[config.mk]
export PLATFORM = sky130hd
export DESIGN_NAME = rr_arbiter_8
export DESIGN_NICKNAME = d
export VERILOG_FILES = /design/src/rtl/rr_arbiter_8.sv
export SDC_FILE = /design/constraint.sdc
export NUM_CORES = 1
export LEC_CHECK = 0
export CAP_MARGIN = 25
export CELL_PAD_IN_SITES_DETAIL_PLACEMENT = 2
export CELL_PAD_IN_SITES_GLOBAL_PLACEMENT = 2
export CORE_ASPECT_RATIO = 1.75
export CORE_UTILIZATION = 39
export DETAILED_ROUTE_END_ITERATION = 16
export GPL_TIMING_DRIVEN = 0
export PLACE_DENSITY = 0.84
export SKIP_CTS_REPAIR_TIMING = 1
export SLEW_MARGIN = 10
export SYNTH_ARGS = -nofsm -noshare
export SYNTH_HDL_FRONTEND = slang
export SYNTH_SLANG_ARGS = --single-unit
[constraint.sdc]
create_clock -name clk -period 3.9 [get_ports clk]
set_clock_uncertainty 0.2 [all_clocks]
set_input_delay 0.585 -clock clk [delete_from_list [all_inputs] [get_ports clk]]
set_output_delay 0.585 -clock clk [all_outputs]
set_load 0.01 [all_outputs]
[src/rtl/rr_arbiter_8.sv]
// Round-robin arbiter: registered one-hot and binary grant, a forced idle gap
// between owners, and an optional per-owner hold timeout (MAX_HOLD, 0 = unlimited).
module rr_arbiter_8 #(
  parameter int N_REQ    = 8,
  parameter int IDX_W    = $clog2(N_REQ),
  parameter int MAX_HOLD = 16
) (
  input  logic             clk,
  input  logic             rst_n,
  input  logic [N_REQ-1:0] req,
  output logic [N_REQ-1:0] gnt,
  output logic [IDX_W-1:0] gnt_idx,
  output logic             gnt_vld,
  output logic             timeout
);

  localparam int               CNT_W     = (MAX_HOLD > 0) ? $clog2(MAX_HOLD + 1) : 1;
  localparam logic [CNT_W-1:0] HOLD_LAST = (MAX_HOLD > 0) ? CNT_W'(MAX_HOLD - 1) : '0;
  localparam logic [CNT_W-1:0] HOLD_SAT  = '1;

  typedef enum logic {
    ST_IDLE,
    ST_GRANT
  } state_e;

  state_e           state_q;
  logic [N_REQ-1:0] gnt_q;
  logic [IDX_W-1:0] gnt_idx_q;
  logic             gnt_vld_q;
  logic             timeout_q;
  logic [IDX_W-1:0] ptr_q;
  logic [CNT_W-1:0] hold_cnt_q;

  logic [IDX_W-1:0] scan_idx;
  logic [IDX_W-1:0] win_idx;
  logic             win_vld;
  logic             owner_req;
  logic             hold_expired;

  // Scan from the highest offset down so the last hit is the one closest to
  // ptr; N_REQ is a power of two, so the IDX_W-bit sum wraps modulo N_REQ.
  always_comb begin
    // NOTE: every always_comb output gets a default first so no path leaves it
    // unassigned, which would otherwise infer a latch.
    scan_idx = '0;
    win_idx  = '0;
    win_vld  = 1'b0;
    for (int i = N_REQ - 1; i >= 0; i--) begin
      scan_idx = ptr_q + IDX_W'(i);
      if (req[scan_idx]) begin
        win_idx = scan_idx;
        win_vld = 1'b1;
      end
    end
  end

  assign owner_req    = req[gnt_idx_q];
  assign hold_expired = (MAX_HOLD != 0) && (hold_cnt_q == HOLD_LAST);

  // NOTE: state and registered outputs use non-blocking assignments so every
  // update in this block sees the pre-edge values, independent of statement order.
  always_ff @(posedge clk or negedge rst_n) begin
    if (!rst_n) begin
      state_q    <= ST_IDLE;
      gnt_q      <= '0;
      gnt_idx_q  <= '0;
      gnt_vld_q  <= 1'b0;
      timeout_q  <= 1'b0;
      ptr_q      <= '0;
      hold_cnt_q <= '0;
    end else begin
      timeout_q <= 1'b0;
      case (state_q)
        ST_IDLE: begin
          hold_cnt_q <= '0;
          if (win_vld) begin
            state_q   <= ST_GRANT;
            gnt_q     <= N_REQ'(1) << win_idx;
            gnt_idx_q <= win_idx;
            gnt_vld_q <= 1'b1;
          end
        end
        ST_GRANT: begin
          if (hold_cnt_q != HOLD_SAT) begin
            hold_cnt_q <= hold_cnt_q + CNT_W'(1);
          end
          // A release always passes through IDLE, giving the one-cycle gnt=0 gap.
          if (!owner_req || hold_expired) begin
            state_q   <= ST_IDLE;
            gnt_q     <= '0;
            gnt_vld_q <= 1'b0;
            ptr_q     <= gnt_idx_q + IDX_W'(1);
            timeout_q <= owner_req;
          end
        end
        default: begin
          state_q <= ST_IDLE;
        end
      endcase
    end
  end

  assign gnt     = gnt_q;
  assign gnt_idx = gnt_idx_q;
  assign gnt_vld = gnt_vld_q;
  assign timeout = timeout_q;

endmodule
==> tab_implementation.tex, run 1 <==
% Auto-generated results table
\begin{tabular}{lr}
\hline
Metric & Value \\
\hline
\multicolumn{2}{l}{\textbf{Outcome}} \\
Status & complete, no violations \\
\multicolumn{2}{l}{\textbf{Floorplan}} \\
\# IOs & 23 \\
Fraction of the core area occupied by cells at floorplan & 40.9\% \\
Overall die width & between 60 and 70 µm \\
Chip area & roughly 6600 µm² \\
Core ar. & about 6000 µm² \\
\multicolumn{2}{l}{\textbf{Route}} \\
First DRT Iteration DRCs & 22 \\
Final routed DRC violation total & 0 \\
\multicolumn{2}{l}{\textbf{Synth}} \\
Yosys warning count & 0 \\
Top cell type's share of synthesized area & a little under a quarter \\
Area contributors post-synth & dfrtp\_1 23\%, mux4\_2 11\%, mux2i\_1 8.6\% \\
Syn Std Cell Area & $\sim$2400 µm² \\
Post-synth seq share & between 20\% and 30\% \\
FF+latch count, synth & 22 \\
Number of nets at floorplan & roughly 240 \\
Count of library flops with an enable pin & 0 \\
Area of the synthesized netlist per yosys stat & roughly 2400 µm² \\
\multicolumn{2}{l}{\textbf{Cells and area}} \\
Ratio of cells with drive above 1 in the final layout & between 20 and 30\% \\
Net total in the final layout & $\sim$270 \\
Layout overhead on the synthesized area & 15.4\% \\
\multicolumn{2}{l}{\textbf{Worst setup path}} \\
Worst path arrival time & about 3.7 ns \\
CP required & 3.85 ns \\
Worst reg2reg startpoint & ptr\_q[1]\$\_DFFE\_PN0P\_ \\
Element type at the critical path start & flop \\
Critical path class & flop to flop \\
Setup crit start & ptr\_q[1]\$\_DFFE\_PN0P\_ \\
Largest fanout on the critical path & 18 \\
CP cell instances & buf\_6 > clkbuf\_8 > inv\_1 > ha\_1 > buf\_6 > buf\_4 > mux4\_2 > mux2\_2 > nand4b\_1 > a41oi\_2 > or3\_4 > a32o\_1 \\
Slowest cell on crit path & or3\_4 \\
Crit-path most repeated cell & buf\_6 \\
\multicolumn{2}{l}{\textbf{Run}} \\
Tally of OpenROAD warnings & 28 \\
\multicolumn{2}{l}{\textbf{Final timing}} \\
Post-layout period usage of the worst path & a little over nine tenths \\
Final-report setup violation count & 0 \\
Slew of the pin with the lowest slew margin & $\sim$0.61 ns \\
Slew Viols, Final & 0 \\
Hold Violations, Final & 0 \\
Min Clock Period, post-route & 3.73 ns \\
\multicolumn{2}{l}{\textbf{Clock tree}} \\
CTS tree & done \\
Root buffer cell & clkbuf\_8 \\
Deepest level of the CTS H-tree & 1 \\
Clock transition at the register clock pins on the worst setup and hold paths after CTS & 0.08 ns \\
Number of clock buffers inserted by TritonCTS & 3 \\
Maximum clock path buffer count & 2 \\
\multicolumn{2}{l}{\textbf{Placed design}} \\
Instance area at placement & 2700 µm² \\
Routability Congestion & between 0.7 and 0.8 \\
\multicolumn{2}{l}{\textbf{Hold path}} \\
Worst Hold Launch & gnt[4]\$\_DFFE\_PN0P\_ \\
\multicolumn{2}{l}{\textbf{Global route}} \\
Antenna violations before repair & 0 \\
\hline
\end{tabular}
## run 1: kinds of logic after synthesis
kind of cell / share of synthesized area (%)
AOI/OAI and AO/OA: 17.0
xor gates and xnor gates: 4.36
and+or+nand+nor: 16.3
adders and majority gates: 3.08
muxes: 27.9
DFF: 22.6
buffers and inverters: 8.76
## run 1: area by class of cell
cell class | count | area (µm²) | area share (%)
tap | 78 | 97.6 | 3.46
clock buffer | 4 | 55.1 | 1.95
buffer | 17 | 168 | 5.95
inverter | 10 | 37.5 | 1.33
sequential | 22 | 551 | 19.5
multi-input combinational | 176 | 1720 | 61.0
timing repair buffer | 19 | 190 | 6.75
## run 1: cell usage in the layout (no fill, tap or decap), types with 8 or more instances in the layout
master / count
a21oi_1: 8
clkbuf_8: 8
clkdlybuf4s50_1: 16
dfrtp_1: 22
inv_1: 8
mux2i_1: 21
mux4_2: 12
nand2_1: 19
nor2_1: 8
nor2b_1: 8
## run 1: critical path, delay by kind of cell (launching register included)
family / cells / cell delay, ns
buffers and inverters: 5 / 0.96
multiplexers: 2 / 0.72
AND/OR/NAND/NOR: 2 / 0.58
AND-OR/OR-AND: 2 / 0.45
flip-flops: 1 / 0.40
adder cells (fa/ha/maj): 1 / 0.31
## run 1: state kept, by name (all words and copies together), names as in the netlist
| register | count |
|---|---|
| hold_cnt_q | 5 |
| state_q | 1 |
| gnt | 8 |
| ptr_q | 3 |
| gnt_idx | 3 |
| gnt_vld | 1 |
| timeout | 1 |
## run 1: per-layer routing
metal | routed length, µm | vias to the layer above | track usage (%)
li1 | - | 896 | -
met1 | 2610 | 1042 | 26.9
met2 | 4630 | 40 | 48.5
met3 | 150 | 21 | 1.69
met4 | 321 | 0 | 13.7
met5 | 0 | - | 0
## run 1: metrics by stage
step           hold slack (ns)  setup WS (ns)  utilization [%]  setup TNS (ns)
2_1_floorplan           0.0894          0.550                -               0
3_3_place_gp             0.281          0.124             45.2               0
3_5_place_dp             0.284       -0.00918             45.2         -0.0167
4_1_cts                  0.309        -0.0257             46.1         -0.0803
5_1_grt                  0.332         0.0122             47.2               0
6_report                 0.306          0.171             47.2               0
## run 1: final timing paths
| path | to | depth (start not counted) |
|---|---|---|
| worst min register to register | gnt[4]$_DFFE_PN0P_ | 1 |
| worst max-delay path | gnt[6]$_DFFE_PN0P_ | 12 |
| worst max register to register | gnt[6]$_DFFE_PN0P_ | 12 |
| max in group asynchronous | gnt_vld$_DFFE_PN0P_ | 2 |
| worst min-delay path | gnt[4]$_DFFE_PN0P_ | 1 |
| min in group asynchronous | gnt[2]$_DFFE_PN0P_ | 1 |
run_1/gate_families.png
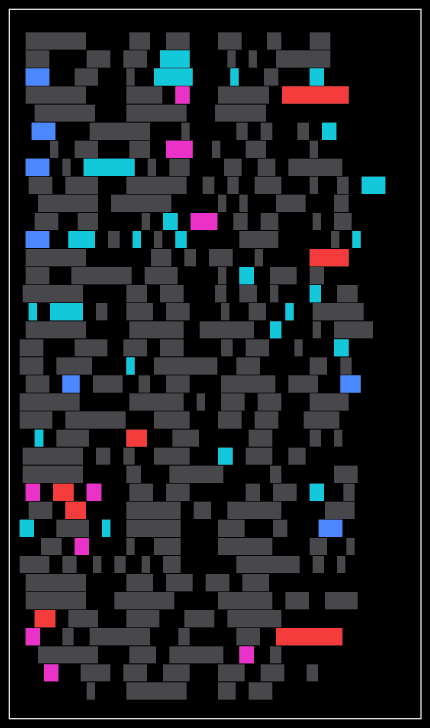
[XOR/XNOR gates] red | cells: 7 | where: all over the die
[AND and OR gates] magenta | cells: 9
[AND-OR and OR-AND gates] blue | cells: 7
[NOR gates] cyan | cells: 25
multi-input combinational area share: 61.0%
most instantiated logic cell after routing: dfrtp_1
count of placed standard cells in the final layout, fillers left out: 326

run_1/met3.png
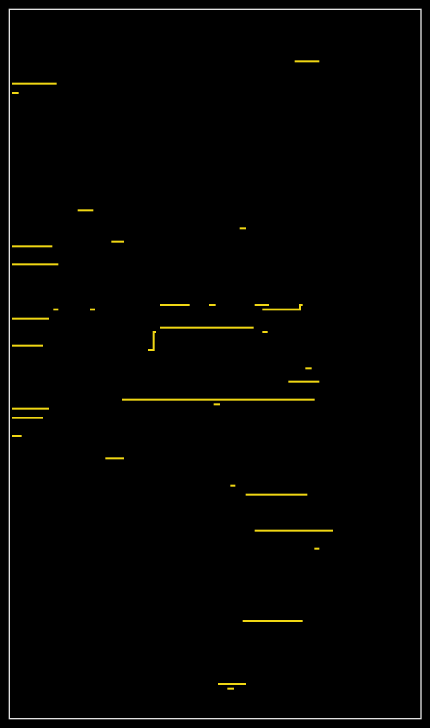
main direction: horizontal
wire length on this layer: 150 µm
nets with wire on the layer: 22
vias after detailed routing: 1999
total wire length: 7710 µm

run_1/final_congestion.png
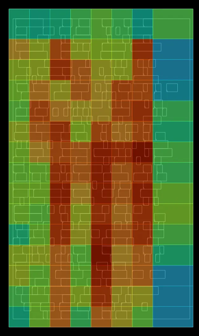
most utilized layer in the global route result: met2
total routing usage reported by global routing: 26.0%
met1 track demand over resource: 26.9%
Wirelength per Cell: 23.7 µm
fraction of met3 tracks used by global routing: 1.69%

run_1/registers.png
Bar = 20 µm. Other sequential cells in the stronger gray, the rest of the logic in the fainter gray.
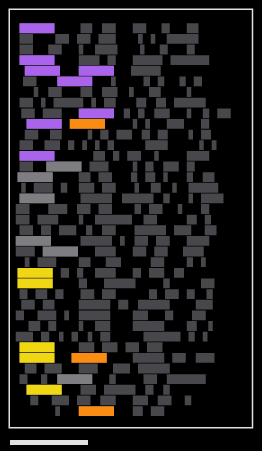

==> run 2: changes to the inputs <==
--- a/config.mk
+++ b/config.mk
@@ -9,10 +9,10 @@
 export CELL_PAD_IN_SITES_DETAIL_PLACEMENT = 2
 export CELL_PAD_IN_SITES_GLOBAL_PLACEMENT = 2
 export CORE_ASPECT_RATIO = 1.75
-export CORE_UTILIZATION = 39
+export CORE_UTILIZATION = 41
 export DETAILED_ROUTE_END_ITERATION = 16
 export GPL_TIMING_DRIVEN = 0
-export PLACE_DENSITY = 0.84
+export PLACE_DENSITY = 0.87
 export SKIP_CTS_REPAIR_TIMING = 1
 export SLEW_MARGIN = 10
 export SYNTH_ARGS = -nofsm -noshare
==> constraint.sdc (replaced) <==
create_clock -name clk -period 4.8 [get_ports clk]
set_clock_uncertainty 0.2 [all_clocks]
set_input_delay 0.72 -clock clk [delete_from_list [all_inputs] [get_ports clk]]
set_output_delay 0.72 -clock clk [all_outputs]
set_load 0.01 [all_outputs]
run_2/registers.png
Bar = 20 µm. Other sequential cells in the stronger gray, the rest of the logic in the fainter gray.
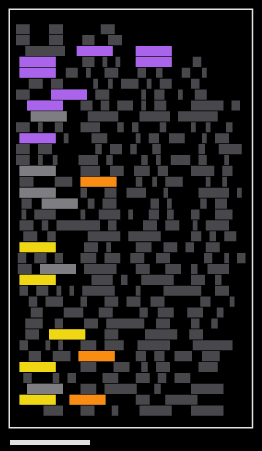
[`ptr_q`] orange | placed flops: 3
[`gnt`] purple | placed flops: 8
[`hold_cnt_q`] yellow | placed flops: 5 | where: bottom left
flop share of the area: 19.7%

run_2/met2.png
Bar = 20 µm.
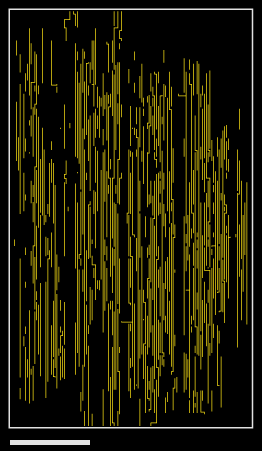
share of all routed wire: 59%
nets with wire on the layer: 252
longest straight run: 72.8 µm
met2 Usage GRT: 51.2%
vias after detailed routing: 1963
total wire length: 7870 µm

==> run 2 against run 1 <==
Net effect:
- register-to-register slack improved by 0.74 ns
- clock-buffer cell count decreased by 1
- flip-flop count unchanged
- non-clock buffer count decreased by 1
- critical endpoint is now gnt[3]$_DFFE_PN0P_
- largest cell class unchanged
==> tab_implementation.tex, run 2 <==
% Auto-generated results table
\begin{tabular}{lr}
\hline
Metric & Value \\
\hline
\multicolumn{2}{l}{\textbf{Synth}} \\
Post-synth seq share & 22.6\% (unchanged) \\
Number of nets at floorplan & 242 (unchanged) \\
Syn Std Cell Area & 2440 µm² (unchanged) \\
Yosys warning count & 0 (unchanged) \\
FF+latch count, synth & 22 (unchanged) \\
Count of library flops with an enable pin & 0 (unchanged) \\
Area contributors post-synth & dfrtp\_1 23\%, mux4\_2 11\%, mux2i\_1 8.6\% \\
Top cell type's share of synthesized area & 22.6\% (unchanged) \\
Area of the synthesized netlist per yosys stat & 2440 µm² (unchanged) \\
\multicolumn{2}{l}{\textbf{Worst setup path}} \\
Critical path class & flop to flop \\
Slowest cell on crit path & mux4\_2 \\
Largest fanout on the critical path & 10 (-8) \\
Element type at the critical path start & flop \\
CP required & 4.76 ns (+0.91 ns) \\
Crit-path most repeated cell & buf\_6 \\
\multicolumn{2}{l}{\textbf{Global route}} \\
Total routing usage reported by global routing & 27.3\% (+1.4 points) \\
Antenna violations before repair & 0 (unchanged) \\
\multicolumn{2}{l}{\textbf{Final timing}} \\
Hold Violations, Final & 0 (unchanged) \\
Final TNS setup & 0 ns (unchanged) \\
Final-report setup violation count & 0 (unchanged) \\
Slew of the pin with the lowest slew margin & 0.640 ns (+0.0339 ns) \\
Slew Viols, Final & 0 (unchanged) \\
\multicolumn{2}{l}{\textbf{Clock tree}} \\
Root buffer cell & clkbuf\_8 \\
Clock transition at the register clock pins on the worst setup and hold paths after CTS & 0.09 ns (about the same) \\
Deepest level of the CTS H-tree & 1 (unchanged) \\
\multicolumn{2}{l}{\textbf{Cells and area}} \\
Ratio of cells with drive above 1 in the final layout & 26.3\% (-1.1 points) \\
Number of flip-flops under the largest register name & 8 (unchanged) \\
Layout overhead on the synthesized area & 14.5\% \\
Net total in the final layout & 264 (-0.38\%) \\
Most instantiated logic cell after routing & dfrtp\_1 \\
\multicolumn{2}{l}{\textbf{Outcome}} \\
Status & complete, no violations \\
\multicolumn{2}{l}{\textbf{Floorplan}} \\
Fraction of the core area occupied by cells at floorplan & 43.4\% (+2.5 points) \\
\# IOs & 23 (unchanged) \\
\multicolumn{2}{l}{\textbf{Placed design}} \\
Minimum setup slack after placement & 0.934 ns (+0.943 ns) \\
Routability Congestion & 0.794 (-0.54\%) \\
\multicolumn{2}{l}{\textbf{Route}} \\
Wirelength per Cell & 24.4 µm (+3.0\%) \\
\multicolumn{2}{l}{\textbf{Run}} \\
Tally of OpenROAD warnings & 28 (unchanged) \\
\hline
\end{tabular}
[run 2: cell counts after synthesis]
Identical to the previous run, type by type.
[run 2: worst paths after layout]
kind / startpoint / endpoint / slack (ns)
max: ptr_q[1]$_DFFE_PN0P_ / gnt[3]$_DFFE_PN0P_ / 0.91
min: gnt_vld$_DFFE_PN0P_ / gnt_vld$_DFFE_PN0P_ / 0.31
max reg2reg: ptr_q[1]$_DFFE_PN0P_ / gnt[3]$_DFFE_PN0P_ / 0.91
min reg2reg: gnt_vld$_DFFE_PN0P_ / gnt_vld$_DFFE_PN0P_ / 0.31
max in group asynchronous: rst_n / hold_cnt_q[4]$_DFFE_PN0P_ / 3.47
min in group asynchronous: rst_n / gnt[6]$_DFFE_PN0P_ / 0.52
[run 2: cell type report]
| cell class | instances | area, µm² |
|---|---|---|
| tap | 76 | 95.1 |
| clock inverter | 1 | 30.0 |
| timing repair buffer | 17 | 188 |
| buffer | 18 | 176 |
| sequential | 22 | 551 |
| fill | 595 | 2840 |
| multi-input combinational | 176 | 1680 |
| clock buffer | 3 | 41.3 |
| inverter | 10 | 37.5 |
[run 2: routing by layer]
layer / vias up / track usage, % / wire length [µm]
met4: 0 / 9.30 / 208
met3: 12 / 1.99 / 90
li1: 892 / - / -
met1: 1035 / 30.3 / 2940
met5: - / 0 / 0
met2: 24 / 51.2 / 4630
[run 2: kinds of logic (layout without fill, tap and decap cells)]
group	after synthesis	count (layout)	synth area share, %
DFF	22	22	22.6
buffers and inverters	28	49	8.76
AOI/OAI and AO/OA	48	48	17.0
xor gates and xnor gates	7	7	4.36
and+or+nand+nor	69	69	16.3
adders and majority gates	6	6	3.08
muxes	46	46	27.9
[run 2: stage by stage]
stage | cell area, µm² | hold WS, ns | util [%] | std cells
floorplan | 2440 | 0.224 | - | 226
global placement | 2700 | 0.281 | 47.9 | 318
detailed placement | 2700 | 0.282 | 47.9 | 318
CTS | 2770 | 0.309 | 49.2 | 322
global route | 2800 | 0.326 | 49.6 | 323
finish | 2800 | 0.306 | 49.6 | 323
[run 2: worst max-delay path, delay by kind of cell (launching register included)]
| kind | cells | cell delay, ns |
|---|---|---|
| compound gates | 3 | 0.78 |
| mux | 2 | 0.83 |
| buf+inv | 6 | 1.11 |
| flops | 1 | 0.40 |
| simple gates | 1 | 0.14 |
| fa+ha+maj | 1 | 0.31 |
